**config.mk**
```make
export PLATFORM = sky130hd
export DESIGN_NAME = qp_mem_arbiter
export DESIGN_NICKNAME = d
export VERILOG_FILES = /design/src/rtl/qp_mem_arbiter.sv
export SDC_FILE = /design/constraint.sdc
export NUM_CORES = 1
export LEC_CHECK = 0
export ABC_CLOCK_PERIOD_IN_PS = 3400
export CAP_MARGIN = 5
export CORE_AREA = 2 2 147 149
export DETAILED_ROUTE_END_ITERATION = 12
export DIE_AREA = 0 0 149 151
export GPL_TIMING_DRIVEN = 0
export SETUP_SLACK_MARGIN = 0.3
export SLEW_MARGIN = 20
export SYNTH_ARGS = -nofsm -noshare
export SYNTH_HDL_FRONTEND = slang
export SYNTH_SLANG_ARGS = --single-unit
```
**constraint.sdc**
```tcl
create_clock -name clk -period 3.4 [get_ports clk]
set_input_delay 0.34 -clock clk [delete_from_list [all_inputs] [get_ports clk]]
set_output_delay 0.34 -clock clk [all_outputs]
set_load 0.05 [all_outputs]
```
**src/rtl/qp_mem_arbiter.sv**
```systemverilog
// qp_mem_arbiter
// Shares the single read/write port of the query-patch SRAM between the
// kd-tree search core and the wishbone debug path.
//
// Ports:
//   clk, rst_n         core clock, synchronous active-low reset
//   wbs_debug          1 = debug lock, only the wbs requester can be granted
//   core_req_* / wbs_req_*   request channel (valid/ready/we/addr/wdata)
//   core_rsp_* / wbs_rsp_*   read response channel (valid/ready/rdata)
//   mem_*0             SRAM port (active-low csb/web, 1-cycle read latency)
//   busy               any read pending or any response held
//
// Handshake: a transfer happens on a clock edge where valid & ready are both
// high. req_ready is combinational and may depend on req_valid; a requester
// holds valid/we/addr/wdata stable until accepted. A held response keeps
// rsp_valid and rsp_rdata stable until rsp_ready is seen.
module qp_mem_arbiter #(
    parameter int ADDR_WIDTH = 9,
    parameter int DATA_WIDTH = 56
) (
    input  logic                  clk,
    input  logic                  rst_n,
    input  logic                  wbs_debug,
    input  logic                  core_req_valid,
    output logic                  core_req_ready,
    input  logic                  core_req_we,
    input  logic [ADDR_WIDTH-1:0] core_req_addr,
    input  logic [DATA_WIDTH-1:0] core_req_wdata,
    output logic                  core_rsp_valid,
    input  logic                  core_rsp_ready,
    output logic [DATA_WIDTH-1:0] core_rsp_rdata,
    input  logic                  wbs_req_valid,
    output logic                  wbs_req_ready,
    input  logic                  wbs_req_we,
    input  logic [ADDR_WIDTH-1:0] wbs_req_addr,
    input  logic [DATA_WIDTH-1:0] wbs_req_wdata,
    output logic                  wbs_rsp_valid,
    input  logic                  wbs_rsp_ready,
    output logic [DATA_WIDTH-1:0] wbs_rsp_rdata,
    output logic                  mem_csb0,
    output logic                  mem_web0,
    output logic [ADDR_WIDTH-1:0] mem_addr0,
    output logic [DATA_WIDTH-1:0] mem_wdata0,
    input  logic [DATA_WIDTH-1:0] mem_rdata0,
    output logic                  busy
);

    // Per-requester response slot.
    typedef enum logic [1:0] {
        SLOT_EMPTY = 2'd0,  // no read outstanding
        SLOT_PEND  = 2'd1,  // read issued last cycle, SRAM data arrives now
        SLOT_FULL  = 2'd2   // response held for the requester
    } slot_e;

    localparam logic GRANT_CORE = 1'b0;
    localparam logic GRANT_WBS  = 1'b1;

    slot_e                 core_slot_q, core_slot_d;
    slot_e                 wbs_slot_q, wbs_slot_d;
    logic [DATA_WIDTH-1:0] core_rdata_q, core_rdata_d;
    logic [DATA_WIDTH-1:0] wbs_rdata_q, wbs_rdata_d;
    logic                  last_grant_q, last_grant_d;

    logic core_free, wbs_free;
    logic core_elig, wbs_elig;
    logic grant_core, grant_wbs;
    logic core_rd_issue, wbs_rd_issue;

    function automatic slot_e slot_next(input slot_e cur, input logic rd_issue,
                                        input logic rsp_ready);
        slot_e nxt;
        nxt = cur;
        case (cur)
            SLOT_EMPTY: if (rd_issue) nxt = SLOT_PEND;
            SLOT_PEND:  nxt = SLOT_FULL;
            SLOT_FULL:  if (rsp_ready) nxt = rd_issue ? SLOT_PEND : SLOT_EMPTY;
            default:    nxt = SLOT_EMPTY;
        endcase
        return nxt;
    endfunction

    // Arbitration. A slot that is being drained this cycle can accept a new
    // read, which gives the FULL -> PEND back-to-back path. Reset gates all
    // grants so the SRAM stays idle while rst_n is low.
    always_comb begin
        core_free     = (core_slot_q == SLOT_EMPTY) ||
                        ((core_slot_q == SLOT_FULL) && core_rsp_ready);
        wbs_free      = (wbs_slot_q == SLOT_EMPTY) ||
                        ((wbs_slot_q == SLOT_FULL) && wbs_rsp_ready);
        core_elig     = rst_n && !wbs_debug && core_req_valid && (core_req_we || core_free);
        wbs_elig      = rst_n && wbs_req_valid && (wbs_req_we || wbs_free);
        grant_core    = core_elig && (!wbs_elig || (last_grant_q == GRANT_WBS));
        grant_wbs     = wbs_elig && !grant_core;
        core_rd_issue = grant_core && !core_req_we;
        wbs_rd_issue  = grant_wbs && !wbs_req_we;
    end

    // Next-state logic.
    always_comb begin
        core_slot_d  = slot_next(core_slot_q, core_rd_issue, core_rsp_ready);
        wbs_slot_d   = slot_next(wbs_slot_q, wbs_rd_issue, wbs_rsp_ready);
        core_rdata_d = (core_slot_q == SLOT_PEND) ? mem_rdata0 : core_rdata_q;
        wbs_rdata_d  = (wbs_slot_q == SLOT_PEND) ? mem_rdata0 : wbs_rdata_q;
        last_grant_d = last_grant_q;
        if (grant_core) begin
            last_grant_d = GRANT_CORE;
        end else if (grant_wbs) begin
            last_grant_d = GRANT_WBS;
        end
    end

    // State register. Reset drops any read in flight.
    always_ff @(posedge clk) begin
        if (!rst_n) begin
            core_slot_q  <= SLOT_EMPTY;
            wbs_slot_q   <= SLOT_EMPTY;
            core_rdata_q <= '0;
            wbs_rdata_q  <= '0;
            last_grant_q <= GRANT_WBS;
        end else begin
            core_slot_q  <= core_slot_d;
            wbs_slot_q   <= wbs_slot_d;
            core_rdata_q <= core_rdata_d;
            wbs_rdata_q  <= wbs_rdata_d;
            last_grant_q <= last_grant_d;
        end
    end

    // Outputs. The SRAM port is driven straight from the granted request.
    always_comb begin
        core_req_ready = grant_core;
        wbs_req_ready  = grant_wbs;
        core_rsp_valid = (core_slot_q == SLOT_FULL);
        wbs_rsp_valid  = (wbs_slot_q == SLOT_FULL);
        core_rsp_rdata = core_rdata_q;
        wbs_rsp_rdata  = wbs_rdata_q;
        busy           = rst_n && ((core_slot_q != SLOT_EMPTY) || (wbs_slot_q != SLOT_EMPTY));
        mem_csb0       = 1'b1;
        mem_web0       = 1'b1;
        mem_addr0      = '0;
        mem_wdata0     = '0;
        if (grant_core) begin
            mem_csb0   = 1'b0;
            mem_web0   = !core_req_we;
            mem_addr0  = core_req_addr;
            mem_wdata0 = core_req_wdata;
        end else if (grant_wbs) begin
            mem_csb0   = 1'b0;
            mem_web0   = !wbs_req_we;
            mem_addr0  = wbs_req_addr;
            mem_wdata0 = wbs_req_wdata;
        end
    end

endmodule

```
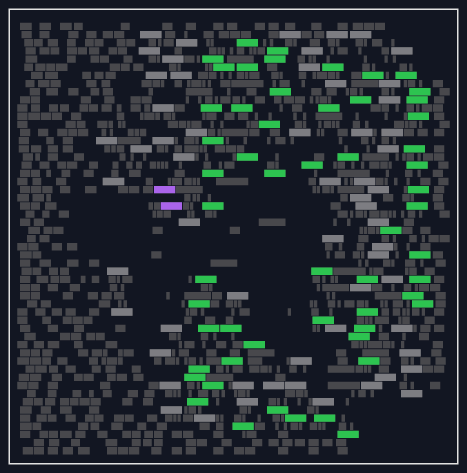
run_1/registers.png
Drawn at 3 px/um. Other sequential cells in the stronger grey, the rest of the logic in the fainter grey.
- green: `wbs_rsp_rdata` (sequential cells 56)
- purple: `wbs_slot_q` (sequential cells 2)
- not coloured: 59
sequential share of cell area: 0.238
Seq. cell area: 2340 um2
power of the sequential group: 1.42 mW
share of the core filled with cells in the final layout: 0.473

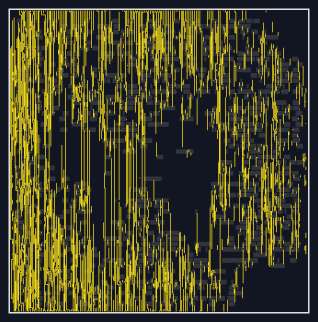
run_1/met2.png
Drawn at 2 px/um.
- main direction: vertical
- share of all routed wire: 54%
- wire length on this layer: 13,200 um
- nets with wire on the layer: 1,002
vias after detailed routing: 5,756
global-route track usage on met2: 0.402
final wirelength: 24,600 um

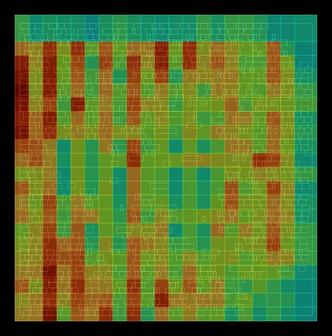
run_1/final_congestion.png
most utilized layer in the global route result: met2
global-route track usage on met1: 0.216
overall fraction of global-route tracks in use: 0.215
Routed wire per std cell: 19.1 um
met3 routing resource usage after global routing: 0.0623

==> notes.org, run 1 <==
* Flow results

** Run status
- The run finished with clean final reports.

** Clocking
- Clock-pin slew reported for the worst setup and hold paths after clock tree synthesis :: 50 ps
- TritonCTS built the clock tree.
- The cell sitting at the root of the clock tree is a clkbuf_16.
- Setup Buffers After CTS :: 0
- Number of buffers inserted during clock tree synthesis :: 17
- The H-tree was split into 4 levels.
- Post-CTS repair ended up resizing between 100 and 150 cells.
- For the worst-skew pair, the clock arrives at the later sink with an insertion delay of 420 ps.
- The number of hold buffers added after CTS was 0.

** Synthesis
- The area fraction of the largest cell type after synthesis is 0.466.
- Per the synthesis report, the AND-OR/OR-AND share of the synthesized area is 0.293.
- Number of standard cells reported by yosys :: 602
- The warning tally printed by Yosys for this design is 0.
- Simple Share, Synth :: 0.192
- According to the Yosys statistics, the synthesized design has a chip area of roughly 5000 um2.
- Fraction of synthesis flops using an asynchronous set or reset pin :: 0
- The netlist uses 27 different library cells.
- Of the synthesized area, sequential elements account for 0.466.
- Synthesis produced a netlist whose cell count is 602.
- Averaged over all synthesized cells, the footprint is 8.36 um2.
- Cell Area, Synth :: 5030 um2
- Sorting the synthesized cells by how often they occur yields nand2_1, dfxtp_1, a21boi_0.
- Floorplan Nets :: approximately 800
- In this run, synthesis inferred 0 flip-flops with an integrated enable.
- Synth Register Bits :: 117
- Top comb family, area :: AND-OR/OR-AND gates
- Largest cells by area after synthesis :: dfxtp_1, nand2_1, a21boi_0
- Looking at the gate-level netlist, the highest instance count belongs to nand2_1.
- Of the post-synthesis cell area, the part taken by muxes is 0.00199.
- In the synthesized netlist the dominant register cell turns out to be dfxtp_1.

** Route
- DR iter-0 viols :: roughly 150
- Nets still carrying antenna violations after routing amount to 0.
- Vias per cell :: 4.46
- Remaining design rule violation count :: 0
- The highest layer touched by signal routing is met4.
- Met3 wire len :: 1850 um
- Pre-antenna DRT Iters :: 4

** Final timing
- For reference, the final report shows the max-slew violation count at 0.
- On the final layout, the worst clock skew is just under 10 ps.
- Worst-Margin Slew :: 647 ps
- Min Tclk post-route :: a little over 3000 ps
- The final timing report gives a worst setup slack of 384 ps.
- Post-route period utilization is reported as 0.887.
- Final count of hold timing violations :: 0
- The worst pin sits at a relative slew slack of 0.569.
- The highest clock rate this design can be run at is 332 MHz.
- Adding up every negative setup slack in the final design gives 0 ps.
- Number of endpoints failing setup at the final stage :: 0
- RSZ-0062 raised after global routing :: true

** Worst setup path
- The worst-case reg-to-reg setup slack stands at 1390 ps.
- Count of cells along the worst register-to-register path :: 6
- Endpoint arrival time on the critical path :: approximately 2700 ps
- Critical Path, Cell by Cell :: clkdlybuf4s50_1 > nor3b_1 > or3_1 > o211a_1 > buf_2 > a22o_1 > dlygate4sd2_1
- For the worst reg-to-reg path, the endpoint reported by OpenROAD is core_rsp_rdata[45]$_SDFFE_PN0N_.
- Standard cell with the maximum stage delay on the critical path :: dlygate4sd2_1
- In this run the critical register-to-register path is launched from core_slot_q[0]$_SDFFE_PN0P_.
- STA classifies the critical path endpoint as a primary output.
- Crit path to :: mem_addr0[6]
- Required time of the critical path :: 3060 ps
- CP startpoint kind :: primary input
- The critical path is of the primary input to primary output type.
- Buf/Inv on CP :: 3
- The largest single stage delay on the critical path is 550 ps.
- Number of gates on the worst path with buffers counted :: 7

** Placed design
- GPL Wtd Cong :: 0.819
- Setup slack on the worst path after placement came out at -380 ps.
- Note, the detailed placer reported a final HPWL of around 20,000 um.
- In this run the tool buffered the top-level ports with 378 buffer cells.
- Cell area after placement :: 9160 um2

** Global route
- Entering global routing, the biggest net connects 17 pins.
- The via count of the first global-routing pass was 5,956.
- Initial antenna violation count :: 4
- The first global-routing pass estimated approximately 35,000 um of wire.
- Global routing finished with a remaining overflow of 0.

** Pwr
- Total power divided by cell area :: 438 nW/um2
- Combinational gate power :: 0.879 mW
- Switching pwr :: 1.13 mW
- Switching power as a fraction of the total was reported as 0.262.
- IR drop worst, VDD :: 0.243 mV
- Of all power groups, the one with the highest power is clock.
- Clk pwr :: 2.01 mW
- The power report lists cell-internal power as approximately 3.2 mW.
- Of the total power, combinational logic draws 0.204.

** Final layout
- Per the final layout report, the fraction of cells sized above drive strength 1 comes to 0.0801.
- Post-route non-filler standard cell count :: approximately 1,300
- Leaving out fill and tap cells, the most frequent cells in the layout are clkdlybuf4s50_1, nand2_1, dfxtp_1, a21boi_0, a22o_1.
- Post-route design area :: 9840 um2
- The net count of the finished layout is 1,194.

** Floorplanning
- Chip area :: 22,500 um2
- The share of the core area taken by cells at floorplan is 0.242.
- Pin placement for this block handled 379 I/O pins.
- The vertical die dimension reported for this design is 151 um.
- The core region is 20,800 um2.

** Hold path
- Worst Hold Class :: flip-flop to flip-flop
- Worst Hold Path Cells :: 2

** Run
- Maxcap violations :: 0
- Stage-log warning count :: 28
-- run 1: flip-flops by register name, summed over array words and instances, names as in the netlist --
register and cells:
core_rsp_rdata 56, wbs_rsp_rdata 56, wbs_slot_q 2, core_slot_q 2, last_grant_q 1
-- run 1: final cells by class --
| type | instances | area [um2] |
|---|---|---|
| clock buffers | 24 | 502 |
| clock inverters | 7 | 166 |
| repair buffers | 378 | 3770 |
| diodes | 4 | 10.0 |
| flip-flops and latches | 117 | 2340 |
| fillers | 2099 | 11000 |
| plain buffers | 51 | 239 |
| multi-input cells | 432 | 2460 |
| well taps | 275 | 344 |
| inverters | 2 | 7.51 |
-- run 1: per-layer routing --
metal | global-route usage | vias up
li1 | - | 2845
met1 | 0.216 | 2624
met2 | 0.402 | 240
met3 | 0.0623 | 47
met4 | 0.115 | 0
met5 | 0 | -
==> inputs of run 2 (changes only) <==
--- a/config.mk
+++ b/config.mk
@@ -8,6 +8,7 @@
 export ABC_CLOCK_PERIOD_IN_PS = 3400
 export CAP_MARGIN = 5
 export CORE_AREA = 2 2 147 149
+export CTS_CLUSTER_SIZE = 20
 export DETAILED_ROUTE_END_ITERATION = 12
 export DIE_AREA = 0 0 149 151
 export GPL_TIMING_DRIVEN = 0
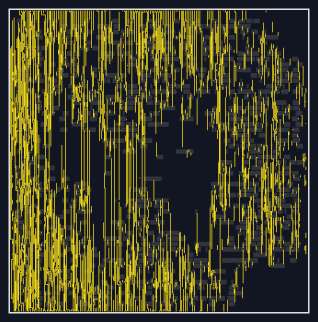
run_2/met2.png
Drawn at 2 px/um.
- wire length on this layer: 13,200 um
- nets with wire on the layer: 1,002
- main direction: vertical
- share of all routed wire: 54%

==> run 2 against run 1 <==
Combinational power about the same. Worst setup slack unchanged. Register-to-register slack about the same. Clock skew unchanged. Flip-flop count unchanged. Critical path depth unchanged.
==> notes.org, run 2 <==
* Flow results

** Synthesis
- Fraction of synthesis flops using an asynchronous set or reset pin :: 0 (unchanged)
- Syn avg cell area :: 8.36 um2 (unchanged)
- The number of synthesized flops with an enable pin is 0 (unchanged).
- The largest total area in the synthesized netlist belongs to dfxtp_1.
- Commonest cells post-synth :: nand2_1, dfxtp_1, a21boi_0
- The main area contributors are dfxtp_1, nand2_1, a21boi_0.
- Synth Register Bits :: 117 (unchanged)
- The count of mapped cells out of synthesis is 602 (unchanged).
- Number of standard cells reported by yosys :: 602 (unchanged)
- Predominant post-synthesis flop cell :: dfxtp_1
- The synthesis stats list as the most numerous cell nand2_1.
- The portion of the post-synthesis area used by sequential elements is 0.466 (unchanged).
- Total cell area reported by yosys after synthesis :: 5030 um2 (unchanged)
- Cell Area, Synth :: 5030 um2 (unchanged)
- The distinct cell type count of the synthesized netlist was 27 (unchanged).
- Count of synthesis-stage warnings from yosys :: 0 (unchanged)
- Floorplan Nets :: 797 (unchanged)
- The area share of the largest cell type after synthesis was 0.466 (unchanged).

** Global route
- The initial antenna violation count is 4 (unchanged).
- Global-route wire length before repair :: 35,500 um (unchanged)
- The via count of the first global-routing pass is 5,956 (unchanged).
- The maximum number of pins on one net before global-route repair came to 17 (unchanged).
- The global-route congestion overflow total came to 0 (unchanged).
- Overall fraction of global-route tracks in use :: 0.215 (unchanged)

** Clocking
- Skew-Pair Late Insertion Delay :: 420 ps (about the same)
- The buffers inserted during post-CTS setup optimization is 0 (unchanged).
- The clock net in this run drives a total of between 100 and 150 sinks.
- The number of buffers created by CTS is 17 (unchanged).
- Number of gates resized after CTS :: 141 (unchanged)
- CTS tree :: built
- Counting along the longest clock path gives a buffer depth of 2.
- H-Tree Level Count :: 4 (unchanged)
- Clock-pin slew reported for the worst setup and hold paths after clock tree synthesis :: 50 ps (about the same)
- The cell sitting at the root of the clock tree is a clkbuf_16.
- The number of buffers added to fix hold violations after cts is 0 (unchanged).

** Final layout
- The total inserted antenna cells was 4 (unchanged).
- The layout buffer count excluding clock buffers was 429 (unchanged).
- The number of clock buffers in the layout is 24 (unchanged).
- Looking at the area split, the leading class of cells is buffers.
- The clock network area share was 0.0679 (unchanged).
- Sequential cell count of the final layout :: 117 (unchanged)
- The count of filler cells inserted in the layout was 2,099 (unchanged).
- The fraction of layout cells with a size suffix above 1 was 0.0801 (unchanged).
- The sequential fraction of total cell area came to 0.238 (unchanged).
- The final instance area is 9840 um2 (unchanged).
- Data buffer area share :: 0.407 (unchanged)
- Seq. cell area :: 2340 um2 (unchanged)
- The share of cell area taken by multi-input logic gates was 0.250 (unchanged).
- Most numerous logic cell after layout :: clkdlybuf4s50_1
- Final nets :: 1,194 (unchanged)
- The post-layout utilization of the core came to 0.473 (unchanged).
- The number of standard cells in the layout, taps in and fillers out was 1,290 (unchanged).
- Synth-to-layout area growth :: 95.7%
- Number of multi-input combinational cells in the layout :: 432 (unchanged)
- Logic cell area :: 2460 um2 (unchanged)
- The count of inverters not on the clock network in the layout was 2 (unchanged).
- Top cells excl fill/tap :: clkdlybuf4s50_1, nand2_1, dfxtp_1, a21boi_0, a22o_1

** Worst setup path
- Critical path origin :: wbs_req_we
- The delay of the slowest critical-path stage was 550 ps (about the same).
- Count of cells along the worst register-to-register path :: 6 (unchanged)
- The endpoint identified for the worst register-to-register timing path is core_rsp_rdata[45]$_SDFFE_PN0N_.
- Required time of the critical path :: 3060 ps (about the same)
- The critical path data arrival time came to 2680 ps (about the same).
- The reg-to-reg setup timing slack was 1390 ps (about the same).
- Of all nets on the critical path, the largest fanout is 10.
- For reference, the critical path cell chain is clkdlybuf4s50_1 > nor3b_1 > or3_1 > o211a_1 > buf_2 > a22o_1 > dlygate4sd2_1.
- CP startpoint kind :: primary input
- STA classifies the critical path endpoint as a primary output.
- The count of buffering cells on the critical path with inverters included was 3 (unchanged).
- Crit path kind :: primary input to primary output
- Standard cell with the maximum stage delay on the critical path :: dlygate4sd2_1
- Crit path to :: mem_addr0[6]
- Critical R2R Launch :: core_slot_q[0]$_SDFFE_PN0P_
- The path length in cells of the critical path was 7 (unchanged).
- Grouping stages by cell kind, the critical path spends the most delay in buffers and inverters.

** Hold path
- The tightest min-delay check is of the flip-flop to flip-flop type.
- The worst hold path begins at core_rsp_rdata[38]$_SDFFE_PN0N_.
- Worst Hold Path Cells :: 2 (unchanged)
- The worst hold path terminates at core_rsp_rdata[38]$_SDFFE_PN0N_.

** Pwr
- The design draws around 4.3 mW.
- Leakage power figure :: 3.60 nW
- The cell area power density was 438 nW/um2 (unchanged).
- IR drop worst, VDD :: 0.243 mV (unchanged)

** Floorplanning
- The effective utilization at floorplan is 0.242 (unchanged).
- Height of the die :: 151 um (unchanged)
- The core area came to 20,800 um2 (unchanged).
- The die area came to 22,500 um2 (unchanged).
- According to the floorplan report, the die width is 149 um.
- The top-level I/O count is 379 (unchanged).
- # rows :: 53
- Tap cells :: 275 (unchanged)

** Final timing
- The slew of the pin with the lowest slew margin was 647 ps (unchanged).
- Worst-case headroom to the max-slew limit :: 0.569 (unchanged)
- The peak clock frequency supported by timing is 332 MHz (unchanged).
- The post-layout worst setup margin is 384 ps (unchanged).
- The final count of pins violating max slew was 0 (unchanged).
- Final period utilization :: 0.887 (unchanged)
- Setup repair after global routing could not meet its margin everywhere.
- The worst-case clock skew came to 9.87 ps (unchanged).
- Final hold analysis gives a worst-case slack of between 400 and 500 ps.
- The minimum clock period after layout came to 3020 ps (unchanged).
- The number of setup violations in the final report came to 0 (unchanged).
- Accumulated negative setup slack :: 0 ps (unchanged)
- The number of hold-slack violations in the final timing report was 0 (unchanged).

** Placed design
- The post-placement setup slack came to -380 ps (unchanged).
- Cell area after placement :: 9160 um2 (unchanged)
- HPWL reported at the end of detailed placement :: 20,000 um (unchanged)
- The placer's final routability congestion estimate is 0.819 (unchanged).
- # placed instances :: 1,255
- Number of input and output port buffers inserted :: 378 (unchanged)

** Route
- Final wirelength :: 24,600 um (unchanged)
- Antenna-violating nets left :: 0 (unchanged)
- DR iter-0 viols :: 150 (unchanged)
- The via-per-instance ratio was 4.46 (unchanged).
- The post-detailed-route wirelength per cell was 19.1 um (unchanged).
- Vias after detailed routing :: 5,756 (unchanged)
- The post-route DRC violation count is 0 (unchanged).
- The number of optimization iterations in the first detailed-route pass came to 4 (unchanged).

** Run status
- The flow ran to the end, and the final reports show no timing, DRC or antenna violations.

** Run
- Maxcap violations :: 0 (unchanged)
- The total number of warnings across the stage logs is 28 (unchanged).
[run 2: metal layers]
layer	wire (um)	global-route usage
met3	1850	0.0623
met1	8570	0.216
met4	982	0.115
met5	0	0
met2	13200	0.402
[run 2: where the power goes]
part           internal (mW)  switching [mW]  total (mW)  leakage, nW
logic                  0.384           0.495       0.879         2.33
clock network           1.39           0.620        2.01        0.323
registers               1.40          0.0162        1.42        0.946
[run 2: cells by family (layout without fill, tap and decap cells)]
| group | after synthesis | count (layout) | synth area share |
|---|---|---|---|
| and+or+nand+nor | 245 | 245 | 0.192 |
| AOI/OAI and AO/OA | 186 | 186 | 0.293 |
| DFF | 117 | 117 | 0.466 |
| buffers and inverters | 53 | 462 | 0.0475 |
| muxes | 1 | 1 | 0.00199 |
| other | 0 | 4 | 0 |
==> inputs of run 3 (changes only) <==
--- a/config.mk
+++ b/config.mk
@@ -5,10 +5,10 @@
 export SDC_FILE = /design/constraint.sdc
 export NUM_CORES = 1
 export LEC_CHECK = 0
-export ABC_CLOCK_PERIOD_IN_PS = 3400
+export ABC_CLOCK_PERIOD_IN_PS = 3600
 export CAP_MARGIN = 5
 export CORE_AREA = 2 2 147 149
-export CTS_CLUSTER_SIZE = 20
+export CTS_CLUSTER_SIZE = 25
 export DETAILED_ROUTE_END_ITERATION = 12
 export DIE_AREA = 0 0 149 151
 export GPL_TIMING_DRIVEN = 0
==> constraint.sdc (replaced) <==
create_clock -name clk -period 3.6 [get_ports clk]
set_input_delay 0.36 -clock clk [delete_from_list [all_inputs] [get_ports clk]]
set_output_delay 0.36 -clock clk [all_outputs]
set_load 0.05 [all_outputs]
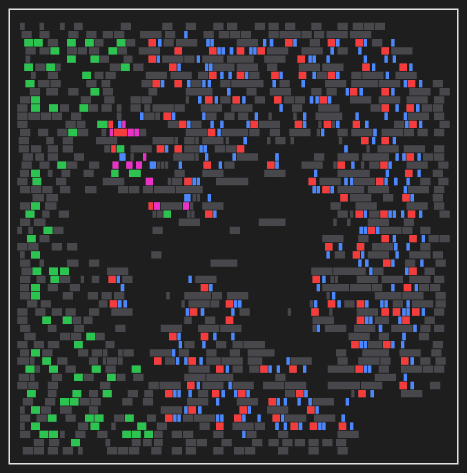
run_3/gate_families.png
Drawn at 3 px/um.
- magenta: NOR gates (cells 11)
- red: inverting AOI/OAI gates (cells 116)
- blue: NAND gates (cells 229)
- green: AND-OR and OR-AND gates (cells 70; where a column on the left)
post-route non-filler standard cell count: 1,290
most numerous logic cell after layout: clkdlybuf4s50_1
logic gate fraction of the total cell area: 0.253

==> run 3 against run 2 <==
Area after synthesis is the same. First-iteration DRC count is 13% higher. Sequential share of layout area grew 0.32 points. Critical path depth increased by 1. Core utilization is 0.64 points lower. Power shrank 5.9%. Die size stayed put. Largest power group unchanged.
==> notes.org, run 3 <==
* Flow results

** Route
- The post-route DRC violation count was 0 (unchanged).
- The count of vias placed by the detailed router was 5,758 (+0.035%).
- Met2 WL post-DR :: 13,200 um (+0.34%)
- Pre-antenna DRT Iters :: 4 (unchanged)
- The DRC violation total after the first TritonRoute iteration is 170 (+13%).
- Final wirelength :: 24,500 um (-0.29%)
- Antenna-violating nets left :: 0 (unchanged)
- The post-detailed-route wirelength per cell came to 19.0 um (-0.29%).
- The via-per-instance ratio came to 4.46 (about the same).
- Highest signal layer in the routed design :: met4

** Synthesis
- The async set-or-reset flop fraction in the synthesized netlist is 0 (unchanged).
- The most used flip-flop cell after synthesis is dfxtp_1.
- Commonest cells post-synth :: nand2_1, dfxtp_1, a21boi_0
- Area share of the largest cell type after synthesis :: 0.466 (unchanged)
- Xor+xnor area frac :: 0 (unchanged)
- Simple Share, Synth :: 0.192 (unchanged)
- The count of mapped cells out of synthesis came to 602 (unchanged).
- MUX share of area :: 0.00199 (unchanged)
- The post-synthesis cell count from yosys came to 602 (unchanged).
- Sorting the Yosys area breakdown by cell type puts at the top dfxtp_1.
- The area fraction in full adders, half adders and majority gates came to 0 (unchanged).
- Largest cells by area after synthesis :: dfxtp_1, nand2_1, a21boi_0
- The number of synthesized flops with an enable pin was 0 (unchanged).
- The number of flip-flops and latches in the synthesized netlist was 117 (unchanged).
- The yosys synthesis warning count is 0 (unchanged).
- Total cell area reported by yosys after synthesis :: 5030 um2 (unchanged)
- The distinct cell type count of the synthesized netlist came to 27 (unchanged).

** Final layout
- Top cells excl fill/tap :: clkdlybuf4s50_1, nand2_1, dfxtp_1, a21boi_0, a22o_1
- The post-layout utilization of the core was 0.466 (-0.00637).
- Synth-to-layout area growth :: 93.1%
- Fraction of layout cells with a size suffix above 1 :: 0.0722 (-0.00791)
- Final nets :: 1,194 (unchanged)

** Global route
- Met3 routing resource usage after global routing :: 0.0620 (-0.000301)
- The met1 layer usage reported by global route is 0.216 (about the same).
- Overall fraction of global-route tracks in use :: 0.215 (-0.000321)
- Global-route wire length before repair :: 35,400 um (-0.21%)
- Most utilized layer in the global route result :: met2
- Largest net degree at the start of global routing :: 17 (unchanged)
- Grt total ovfl :: 0 (unchanged)

** Final timing
- Setup repair after global routing left no endpoint under its margin.
- Number of endpoints failing setup at the final stage :: 0 (unchanged)
- Final period utilization :: 0.889
- Final count of hold timing violations :: 0 (unchanged)
- The final sum of negative setup slack was 0 ps (unchanged).
- Max Slew Vio Count :: 0 (unchanged)
- Min Tclk post-route :: between 3000 and 4000 ps
- Final WS setup :: 400 ps (+15.7 ps)
- The highest clock rate this design can be run at is 313 MHz.
- Worst-Margin Slew :: 640 ps (-7.06 ps)
- Hold WS :: 460 ps (-0.00300 ps)

** Placed design
- Number of input and output port buffers inserted :: 378 (unchanged)
- Worst slack at placement :: -220 ps (+160 ps)
- # placed instances :: 1,255 (unchanged)
- The instance area after placement is 9160 um2 (unchanged).
- The placer's final routability congestion estimate came to 0.819 (unchanged).

** Worst setup path
- Delay of the slowest cell on the worst path :: 540 ps (about the same)
- The launch point of the critical path was reported as wbs_req_we.
- Buf/Inv on CP :: 4 (+1)
- Cell family contributing the most delay on the critical path :: buffers and inverters
- Crit path to :: mem_wdata0[14]
- Critical R2R Launch :: core_slot_q[0]$_SDFFE_PN0P_
- Kind of end point of the critical path :: primary output
- STA lists the endpoint of the worst register-to-register path as core_rsp_rdata[45]$_SDFFE_PN0N_.
- The critical path data arrival time was 2840 ps (+160 ps).
- CP startpoint kind :: primary input
- Critical Path, Cell by Cell :: clkdlybuf4s50_1 > nor3b_1 > or3_1 > a31oi_2 > buf_2 > buf_4 > a22o_1 > clkdlybuf4s15_2
- The worst setup path is of the primary input to primary output kind.
- Largest driver fanout on the critical path :: 10 (unchanged)

** Floorplanning
- # rows :: 53 (unchanged)
- The top-level I/O count is 379 (unchanged).
- The die height is 151 um (unchanged).

** Hold path
- Worst Hold Path Cells :: 2 (unchanged)
- Endpoint, Worst Hold :: core_rsp_rdata[38]$_SDFFE_PN0N_
- The type recorded for the worst min-delay path is flip-flop to flip-flop.

** Run
- The count of maximum capacitance violations was 0 (unchanged).
- The total number of warnings across the stage logs is 27 (-3.6%).

** Pwr
- Leakage power figure :: 3.61 nW (+0.39%)
- Total power consumption of the routed design :: 4.06 mW (-5.9%)
- IR drop worst, VDD :: 0.229 mV (-5.9%)
- Total power divided by cell area :: 418 nW/um2 (-4.6%)

** Clocking
- CTS placed an instance of clkbuf_16 at the clock tree root.
- The number of instances resized during post-cts repair was 108 (-23%).
- TritonCTS built the clock tree.
- Setup Buffers After CTS :: 0 (unchanged)
- Number of buffers inserted during clock tree synthesis :: 17 (unchanged)
- The level count of the clock H-tree was 4 (unchanged).
- The number of sinks handled by clock tree synthesis was 117 (unchanged).

** Run status
- Run status :: finished, final reports clean
## run 3: power by group
group | switching [mW] | leakage (nW) | internal [mW] | total, mW
Clock | 0.583 | 0.323 | 1.32 | 1.90
Combinational | 0.467 | 2.34 | 0.352 | 0.819
Sequential | 0.0151 | 0.946 | 1.32 | 1.34
## run 3: cells by family after synthesis
family,count (synthesis)
AOI/OAI and AO/OA,186
buffers and inverters,53
DFF,117
muxes,1
and+or+nand+nor,245
## run 3: final cells by class
| cell class | instances | area [um2] |
|---|---|---|
| fillers | 2115 | 11100 |
| repair buffers | 378 | 3650 |
| multi-input cells | 432 | 2450 |
| flip-flops and latches | 117 | 2340 |
| clock buffers | 24 | 502 |
| well taps | 275 | 344 |
| plain buffers | 51 | 234 |
| clock inverters | 7 | 166 |
| diodes | 4 | 10.0 |
| inverters | 2 | 7.51 |
Power and IR drop assume default switching activity.
